metal_stack.png
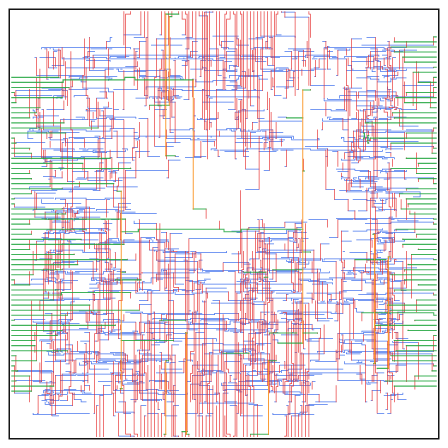
final_placement.png
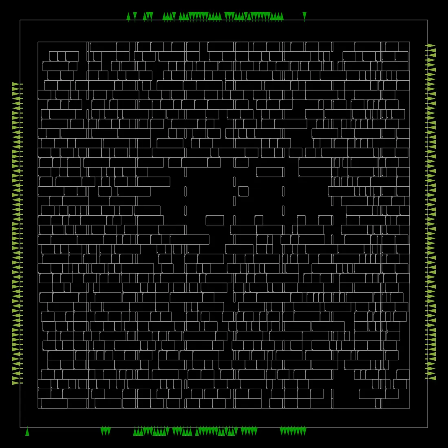
zoom.png
Window x 37 to 77, y 14 to 54 um. Cells in grey, sequential cells in the stronger grey; small squares are vias.
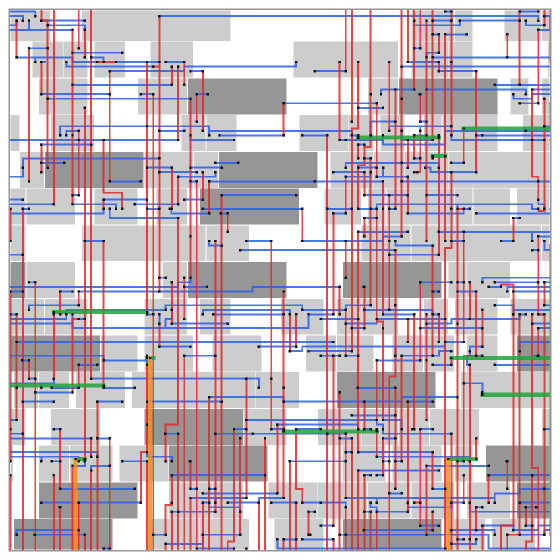
met3.png
The bar under the picture is 20 um long.
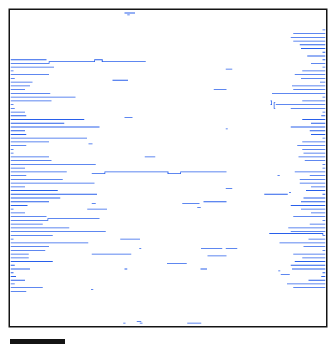
$ cat src/rtl/ahb_apb_bridge_mslave.sv
// ahb_apb_bridge_mslave: AHB-Lite slave to APB3 master bridge with parametrised
// slave count, address-slot decode, APB wait states and PSLVERR -> HRESP mapping.
// Optional feature macro: APB_TIMEOUT_EN bounds the ACCESS state to TIMEOUT_CYCLES.
module ahb_apb_bridge_mslave #(
   parameter int unsigned ADDR_WIDTH     = 32,
   parameter int unsigned DATA_WIDTH     = 32,
   parameter int unsigned NUM_SLAVES     = 16,
   parameter int unsigned SEL_LSB        = 24,
   parameter int unsigned SEL_BITS       = 5,
   parameter int unsigned TIMEOUT_CYCLES = 256
) (
   input  logic                  HCLK,
   input  logic                  HRESET,
   input  logic                  HSEL,
   input  logic [ADDR_WIDTH-1:0] HADDR,
   input  logic [1:0]            HTRANS,
   input  logic                  HWRITE,
   input  logic [DATA_WIDTH-1:0] HWDATA,
   input  logic                  HREADYIN,
   output logic                  HREADYOUT,
   output logic                  HRESP,
   output logic [DATA_WIDTH-1:0] HRDATA,
   output logic [NUM_SLAVES-1:0] PSEL,
   output logic [ADDR_WIDTH-1:0] PADDR,
   output logic                  PWRITE,
   output logic                  PENABLE,
   output logic [DATA_WIDTH-1:0] PWDATA,
   input  logic [DATA_WIDTH-1:0] PRDATA,
   input  logic                  PREADY,
   input  logic                  PSLVERR
);

   localparam int unsigned IDX_MSB = SEL_LSB + SEL_BITS - 1;

   typedef enum logic [2:0] {
      ST_IDLE, ST_LATCH, ST_SETUP, ST_ACCESS, ST_DONE, ST_ERR1, ST_ERR2
   } state_t;

   state_t                  state_q, state_d;
   logic [SEL_BITS-1:0]     idx_q, idx_d;
   logic                    hreadyout_d, hresp_d, pwrite_d, penable_d;
   logic [DATA_WIDTH-1:0]   hrdata_d, pwdata_d;
   logic [ADDR_WIDTH-1:0]   paddr_d;
   logic [NUM_SLAVES-1:0]   psel_d;
   logic                    accept_c, in_range_c;

`ifdef APB_TIMEOUT_EN
   localparam int unsigned TO_W = (TIMEOUT_CYCLES > 1) ? $clog2(TIMEOUT_CYCLES) : 1;
   logic [TO_W-1:0] cnt_q, cnt_d;
   logic            timeout_c;
   assign timeout_c = (cnt_q == TO_W'(TIMEOUT_CYCLES - 1));
`else
   // Without the timeout the limit parameter has no consumer.
   logic unused_timeout;
   assign unused_timeout = ^32'(TIMEOUT_CYCLES);
`endif

   // HTRANS[0] only distinguishes NONSEQ from SEQ, which the bridge treats alike.
   logic unused_htrans0;
   assign unused_htrans0 = HTRANS[0];

   // New transfer request and slot decode of the latched index.
   assign accept_c   = HSEL & HREADYIN & HTRANS[1];
   assign in_range_c = (32'(idx_q) < NUM_SLAVES);

   // Next-state and next-output logic; every output is registered below.
   always_comb begin
      state_d     = state_q;
      idx_d       = idx_q;
      hreadyout_d = HREADYOUT;
      hresp_d     = HRESP;
      hrdata_d    = HRDATA;
      psel_d      = PSEL;
      penable_d   = PENABLE;
      pwrite_d    = PWRITE;
      paddr_d     = PADDR;
      pwdata_d    = PWDATA;
`ifdef APB_TIMEOUT_EN
      cnt_d       = cnt_q;
`endif
      case (state_q)
         ST_IDLE, ST_DONE, ST_ERR2: begin
            hresp_d = 1'b0;
            if (accept_c) begin
               state_d     = ST_LATCH;
               hreadyout_d = 1'b0;
               paddr_d     = HADDR;
               pwrite_d    = HWRITE;
               idx_d       = HADDR[IDX_MSB:SEL_LSB];
            end else begin
               state_d     = ST_IDLE;
               hreadyout_d = 1'b1;
            end
         end
         ST_LATCH: begin
            pwdata_d = HWDATA;
            if (in_range_c) begin
               state_d = ST_SETUP;
               psel_d  = NUM_SLAVES'(1) << idx_q;
            end else begin
               state_d = ST_ERR1;
               hresp_d = 1'b1;
            end
         end
         ST_SETUP: begin
            state_d   = ST_ACCESS;
            penable_d = 1'b1;
`ifdef APB_TIMEOUT_EN
            cnt_d     = '0;
`endif
         end
         ST_ACCESS: begin
            if (PREADY) begin
               psel_d    = '0;
               penable_d = 1'b0;
               if (PSLVERR) begin
                  state_d = ST_ERR1;
                  hresp_d = 1'b1;
               end else begin
                  state_d     = ST_DONE;
                  hreadyout_d = 1'b1;
                  if (!PWRITE) hrdata_d = PRDATA;
               end
            end
`ifdef APB_TIMEOUT_EN
            else if (timeout_c) begin
               psel_d    = '0;
               penable_d = 1'b0;
               state_d   = ST_ERR1;
               hresp_d   = 1'b1;
            end else begin
               cnt_d = cnt_q + TO_W'(1);
            end
`endif
         end
         ST_ERR1: begin
            state_d     = ST_ERR2;
            hreadyout_d = 1'b1;
            hresp_d     = 1'b1;
         end
         default: begin
            state_d     = ST_IDLE;
            hreadyout_d = 1'b1;
            hresp_d     = 1'b0;
            psel_d      = '0;
            penable_d   = 1'b0;
         end
      endcase
   end

   // State and output registers with synchronous reset.
   always_ff @(posedge HCLK) begin
      if (HRESET) begin
         state_q   <= ST_IDLE;
         idx_q     <= '0;
         HREADYOUT <= 1'b1;
         HRESP     <= 1'b0;
         HRDATA    <= '0;
         PSEL      <= '0;
         PENABLE   <= 1'b0;
         PWRITE    <= 1'b0;
         PADDR     <= '0;
         PWDATA    <= '0;
`ifdef APB_TIMEOUT_EN
         cnt_q     <= '0;
`endif
      end else begin
         state_q   <= state_d;
         idx_q     <= idx_d;
         HREADYOUT <= hreadyout_d;
         HRESP     <= hresp_d;
         HRDATA    <= hrdata_d;
         PSEL      <= psel_d;
         PENABLE   <= penable_d;
         PWRITE    <= pwrite_d;
         PADDR     <= paddr_d;
         PWDATA    <= pwdata_d;
`ifdef APB_TIMEOUT_EN
         cnt_q     <= cnt_d;
`endif
      end
   end

endmodule

$ cat config.mk
export PLATFORM = sky130hd
export DESIGN_NAME = ahb_apb_bridge_mslave
export DESIGN_NICKNAME = d
export VERILOG_FILES = /design/src/rtl/ahb_apb_bridge_mslave.sv
export SDC_FILE = /design/constraint.sdc
export NUM_CORES = 1
export LEC_CHECK = 0
export CORE_MARGIN = 5
export CORE_UTILIZATION = 45
export DETAILED_ROUTE_END_ITERATION = 6
export PLACE_DENSITY = 0.85
export SLEW_MARGIN = 0
export SYNTH_ARGS = -nofsm -noshare
export SYNTH_HDL_FRONTEND = slang
export SYNTH_SLANG_ARGS = --single-unit
$ cat constraint.sdc
create_clock -name HCLK -period 3.4 [get_ports HCLK]
set_input_delay 0.51 -clock HCLK [delete_from_list [all_inputs] [get_ports HCLK]]
set_output_delay 0.51 -clock HCLK [all_outputs]
set_load 0.01 [all_outputs]
==> results_tabular.tex <==
% Yosys + OpenROAD metrics
\begin{tabular}{lr}
\hline
Metric & Value \\
\hline
\multicolumn{2}{l}{\textbf{Outcome}} \\
Run status & complete, no violations \\
\multicolumn{2}{l}{\textbf{Timing}} \\
Total count of hold-check failures in the final report & 0 \\
Min Tclk post-route & 2190 ps \\
Final setup violation count & 0 \\
Sum of negative setup slack & 0 ps \\
Number of max-slew violations in the final report & 0 \\
Max Clock Freq & 0.456 GHz \\
Fin Hold WS & between 400 and 500 ps \\
Final worst-path cycle share & 64.5\% \\
Least-Margin Pin Slew & 1150 ps \\
Unrepaired setup endpoints after global routing & false \\
Skew final & 4.07 ps \\
\multicolumn{2}{l}{\textbf{Clocking}} \\
\# Post-CTS Setup Buffers & 0 \\
Number of H-tree branching levels & 4 \\
Clock Pin Slew Worst Setup and Hold Paths & 60 ps \\
Clock buffer depth & 2 \\
Buffer cell driving the clock tree root & sky130\_fd\_sc\_hd\_\_clkbuf\_8 \\
Number of buffers added by the clock tree synthesis step & 17 \\
Cts-stage hold buffer count & 0 \\
Post-CTS sizing & 0 \\
\multicolumn{2}{l}{\textbf{Worst setup path}} \\
Capture point of the worst reg-to-reg path & PWDATA[3] \\
Startpoint type of the worst setup path & flop \\
Critical path class & flop to flop \\
Worst reg-to-reg setup slack & 1210 ps \\
Depth of the worst register-to-register path & 3 \\
Buf/Inv on CP & 0 \\
Worst reg2reg startpoint & state\_q[0] \\
Slowest stage cell, crit path & sky130\_fd\_sc\_hd\_\_nor3b\_4 \\
Required time of the critical path & 3830 ps \\
Type of destination of the critical path & flop \\
Cell Chain, Critical Path & nor3b\_4 -> nand2\_1 -> a21oi\_1 \\
Family with the most delay on the worst path & simple AND/OR/NAND/NOR gates \\
\multicolumn{2}{l}{\textbf{GRT}} \\
Vias in the first global route & 4,467 \\
First-pass GRT wire length & between 20 and 25 mm \\
Pin count of the biggest net entering global routing & about 120 \\
\multicolumn{2}{l}{\textbf{Synth}} \\
Cell with the most instances after synthesis & sky130\_fd\_sc\_hd\_\_dfxtp\_1 \\
Seq cells post-synth & between 100 and 150 \\
EDFF count, synth & 0 \\
Synthesized instance count & 523 \\
Parity-gate share of the synthesized area counting xor and xnor cells & 0\% \\
Count of warnings emitted by yosys & 0 \\
Most common flop cell mapped by yosys & sky130\_fd\_sc\_hd\_\_dfxtp\_1 \\
Simple-gate share of the synthesized area & 28.3\% \\
Cell taking the most area after synthesis & sky130\_fd\_sc\_hd\_\_dfxtp\_1 \\
Sequential fraction of the synthesis area & approximately half \\
Number of standard cells reported by yosys & 523 \\
Area figure in the yosys stat output & 4960 sq um \\
Post-synth area hogs & sky130\_fd\_sc\_hd\_\_dfxtp\_1 (48\%), sky130\_fd\_sc\_hd\_\_nand2b\_1 (13\%), sky130\_fd\_sc\_hd\_\_mux2i\_1 (6.5\%) \\
Average footprint of a synthesized cell & 9.49 sq um \\
Proportion of synthesized area in mux cells & 6.46\% \\
Post-synthesis cell type count & 40 \\
Portion of synthesized cell area occupied by the leading cell type & between 40 and 50\% \\
Async set or reset register ratio after synthesis & 0\% \\
Mapped Area & between 4000 and 5000 sq um \\
Leading cell types by count after synthesis & sky130\_fd\_sc\_hd\_\_dfxtp\_1 (119), sky130\_fd\_sc\_hd\_\_nand2b\_1 (102), sky130\_fd\_sc\_hd\_\_nand2\_1 (68) \\
Synth logic family & simple AND/OR/NAND/NOR gates \\
AND-OR/OR-AND share of the synthesized area & 11.5\% \\
Number of nets produced by synthesis & $\sim$630 \\
Adder Area Share & 0\% \\
\multicolumn{2}{l}{\textbf{Cells and area}} \\
Diode count & 0 \\
Fraction of final layout cells sized beyond drive strength 1 & 6.00\% \\
Fillers & 814 \\
Post-route design area & 7650 sq um \\
Final \#Nets & 825 \\
Area growth syn-to-layout & 54.2\% \\
\multicolumn{2}{l}{\textbf{Die}} \\
Die span in y & 115 um \\
Number of rows created at floorplan & 38 \\
Chip Width & 115 um \\
Area of the core & 10,800 sq um \\
FP Util & 45.8\% \\
Count of boundary I/O pins & 221 \\
\multicolumn{2}{l}{\textbf{Detailed routing}} \\
Post-detailed-route count of antenna-violating nets & 0 \\
Final routed DRC violation total & 0 \\
Post-DR wirelength/cell & 15.9 um \\
Total vias in the final route & about 4.4k \\
Final Routed Wirelength & about 14 mm \\
Number of design-rule violations left by the first detailed-router iteration & 227 \\
Vias per Instance & $\sim$5.1 \\
\multicolumn{2}{l}{\textbf{Flow run}} \\
Tool Warnings & 29 \\
Tally of max-capacitance violations & 0 \\
\multicolumn{2}{l}{\textbf{Placement}} \\
RD Place Congestion & 0.896 \\
Placed Cells incl. Taps & 841 \\
Placed cell areas & 7090 sq um \\
DPL Wire Length & 9.85 mm \\
Count of buffers inserted at the top-level ports & 219 \\
\multicolumn{2}{l}{\textbf{Worst hold path}} \\
Path category of the worst min-delay check & flop to flop \\
Worst hold path cell count & 2 \\
Hold Startpoint & PWDATA[10] \\
\multicolumn{2}{l}{\textbf{Pwr}} \\
Ratio of total power to cell area & 455 nW/um\^{}2 \\
Peak VDD IR & 249 uV \\
Leak pwr & 2.62 nW \\
Power Total & 3.48 mW \\
\hline
\end{tabular}
About metal_stack.png:
- blue: met1 (wire length 5,550 um)
- green: met3 (wire length 1,490 um)
- orange: met4 (wire length 349 um)
- red: met2 (wire length 6,490 um)

About final_placement.png:
Final Instance Count excl. Fillers: 873
number of tap cells added at floorplan: 140
FF+latch count: 119
share of cell area taken by flip-flops and latches: 31.1%

About zoom.png:
- green: met3
- blue: met1
- orange: met4
- red: met2
- netlist names of flops here include: PADDR (7), PSEL (6)
- cells with their middle in the window: 114
- most frequent: clkdlybuf4s50_1 (17), dfxtp_1 (15), nand2b_1 (13)
- sequential cells in the window: 15

About met3.png:
- longest straight run: 34.3 um
- nets with wire on the layer: 150
- wire length on this layer: 1,490 um
- main direction: horizontal

-- logic make-up (layout without fill, tap and decap cells) --
group / after synthesis / in the layout
simple gates: 232 / 232
mux: 32 / 32
compound gates: 93 / 93
buf+inv: 47 / 257
flops: 119 / 119
-- layer usage --
| layer | share of wire [%] | global-route usage, % |
|---|---|---|
| met5 | 0 | 0 |
| met4 | 2.5 | 8.29 |
| met3 | 11 | 8.74 |
| met2 | 47 | 34.3 |
| met1 | 40 | 23.6 |
-- power by group --
part	internal (mW)	total, mW	switching, mW
Clock	1.02	1.66	0.633
Combinational	0.221	0.366	0.145
Sequential	1.43	1.46	0.0295
Total	2.67	3.48	0.808
-- registers in the layout, summed over array words and instances, names as in the netlist --
name,count
HREADYOUT,1
PWDATA,32
PENABLE,1
PSEL,16
HRESP,1
HRDATA,32
state_q,3
PADDR,32
PWRITE,1
-- per-stage QoR --
stage                     utilization [%]  worst slack (ps)
after global placement               65.4              1140
final                                70.6              1210
after CTS                            70.6              1190
after detailed placement             65.4              1070
after global routing                 70.6               994
after floorplan                         -              1840
-- cell type report --
cell class	count	area, sq um	area share [%]
flip-flops and latches	119	2380	31.1
multi-input cells	357	2300	30.1
repair buffers	224	2230	29.1
clock buffers	21	459	6.00
well taps	140	175	2.29
clock inverters	11	100	1.31
inverters	1	3.75	0.0491
-- layout by cell type (no fill, tap or decap), types with 2 or more instances in the layout --
cell type,Yosys,routed
sky130_fd_sc_hd__a21oi_1,34,34
sky130_fd_sc_hd__a22o_1,8,8
sky130_fd_sc_hd__a2bb2oi_1,2,2
sky130_fd_sc_hd__and2_1,2,2
sky130_fd_sc_hd__and4b_1,2,2
sky130_fd_sc_hd__buf_4,1,6
sky130_fd_sc_hd__clkbuf_16,0,16
sky130_fd_sc_hd__clkbuf_8,0,4
sky130_fd_sc_hd__clkdlybuf4s50_1,0,218
sky130_fd_sc_hd__clkinv_2,0,3
sky130_fd_sc_hd__clkinv_4,0,2
sky130_fd_sc_hd__clkinvlp_4,0,5
sky130_fd_sc_hd__dfxtp_1,119,119
sky130_fd_sc_hd__mux2i_1,32,32
sky130_fd_sc_hd__nand2_1,68,68
sky130_fd_sc_hd__nand2b_1,102,102
sky130_fd_sc_hd__nand4b_1,33,33
sky130_fd_sc_hd__nor2_1,6,6
sky130_fd_sc_hd__nor3_1,2,2
sky130_fd_sc_hd__nor3b_1,2,2
sky130_fd_sc_hd__nor4_1,2,2
sky130_fd_sc_hd__o21ai_0,6,6
sky130_fd_sc_hd__o21ai_1,29,29
sky130_fd_sc_hd__o2bb2ai_1,8,8
sky130_fd_sc_hd__or3b_2,2,2
-- worst max-delay path by stage --
stage                           from    endpoint  slack [ps]  cells past startpoint
final                     state_q[0]   PWDATA[3]        1210                      3
after global placement        PREADY     PSEL[8]        1140                      4
after floorplan               HRESET  state_q[1]        1840                      5
after global routing      state_q[0]  PWDATA[14]         990                      3
after detailed placement      PREADY     PSEL[8]        1070                      4
after CTS                  PADDR[28]   PADDR[28]        1190                      1
Power and IR drop assume default switching activity.
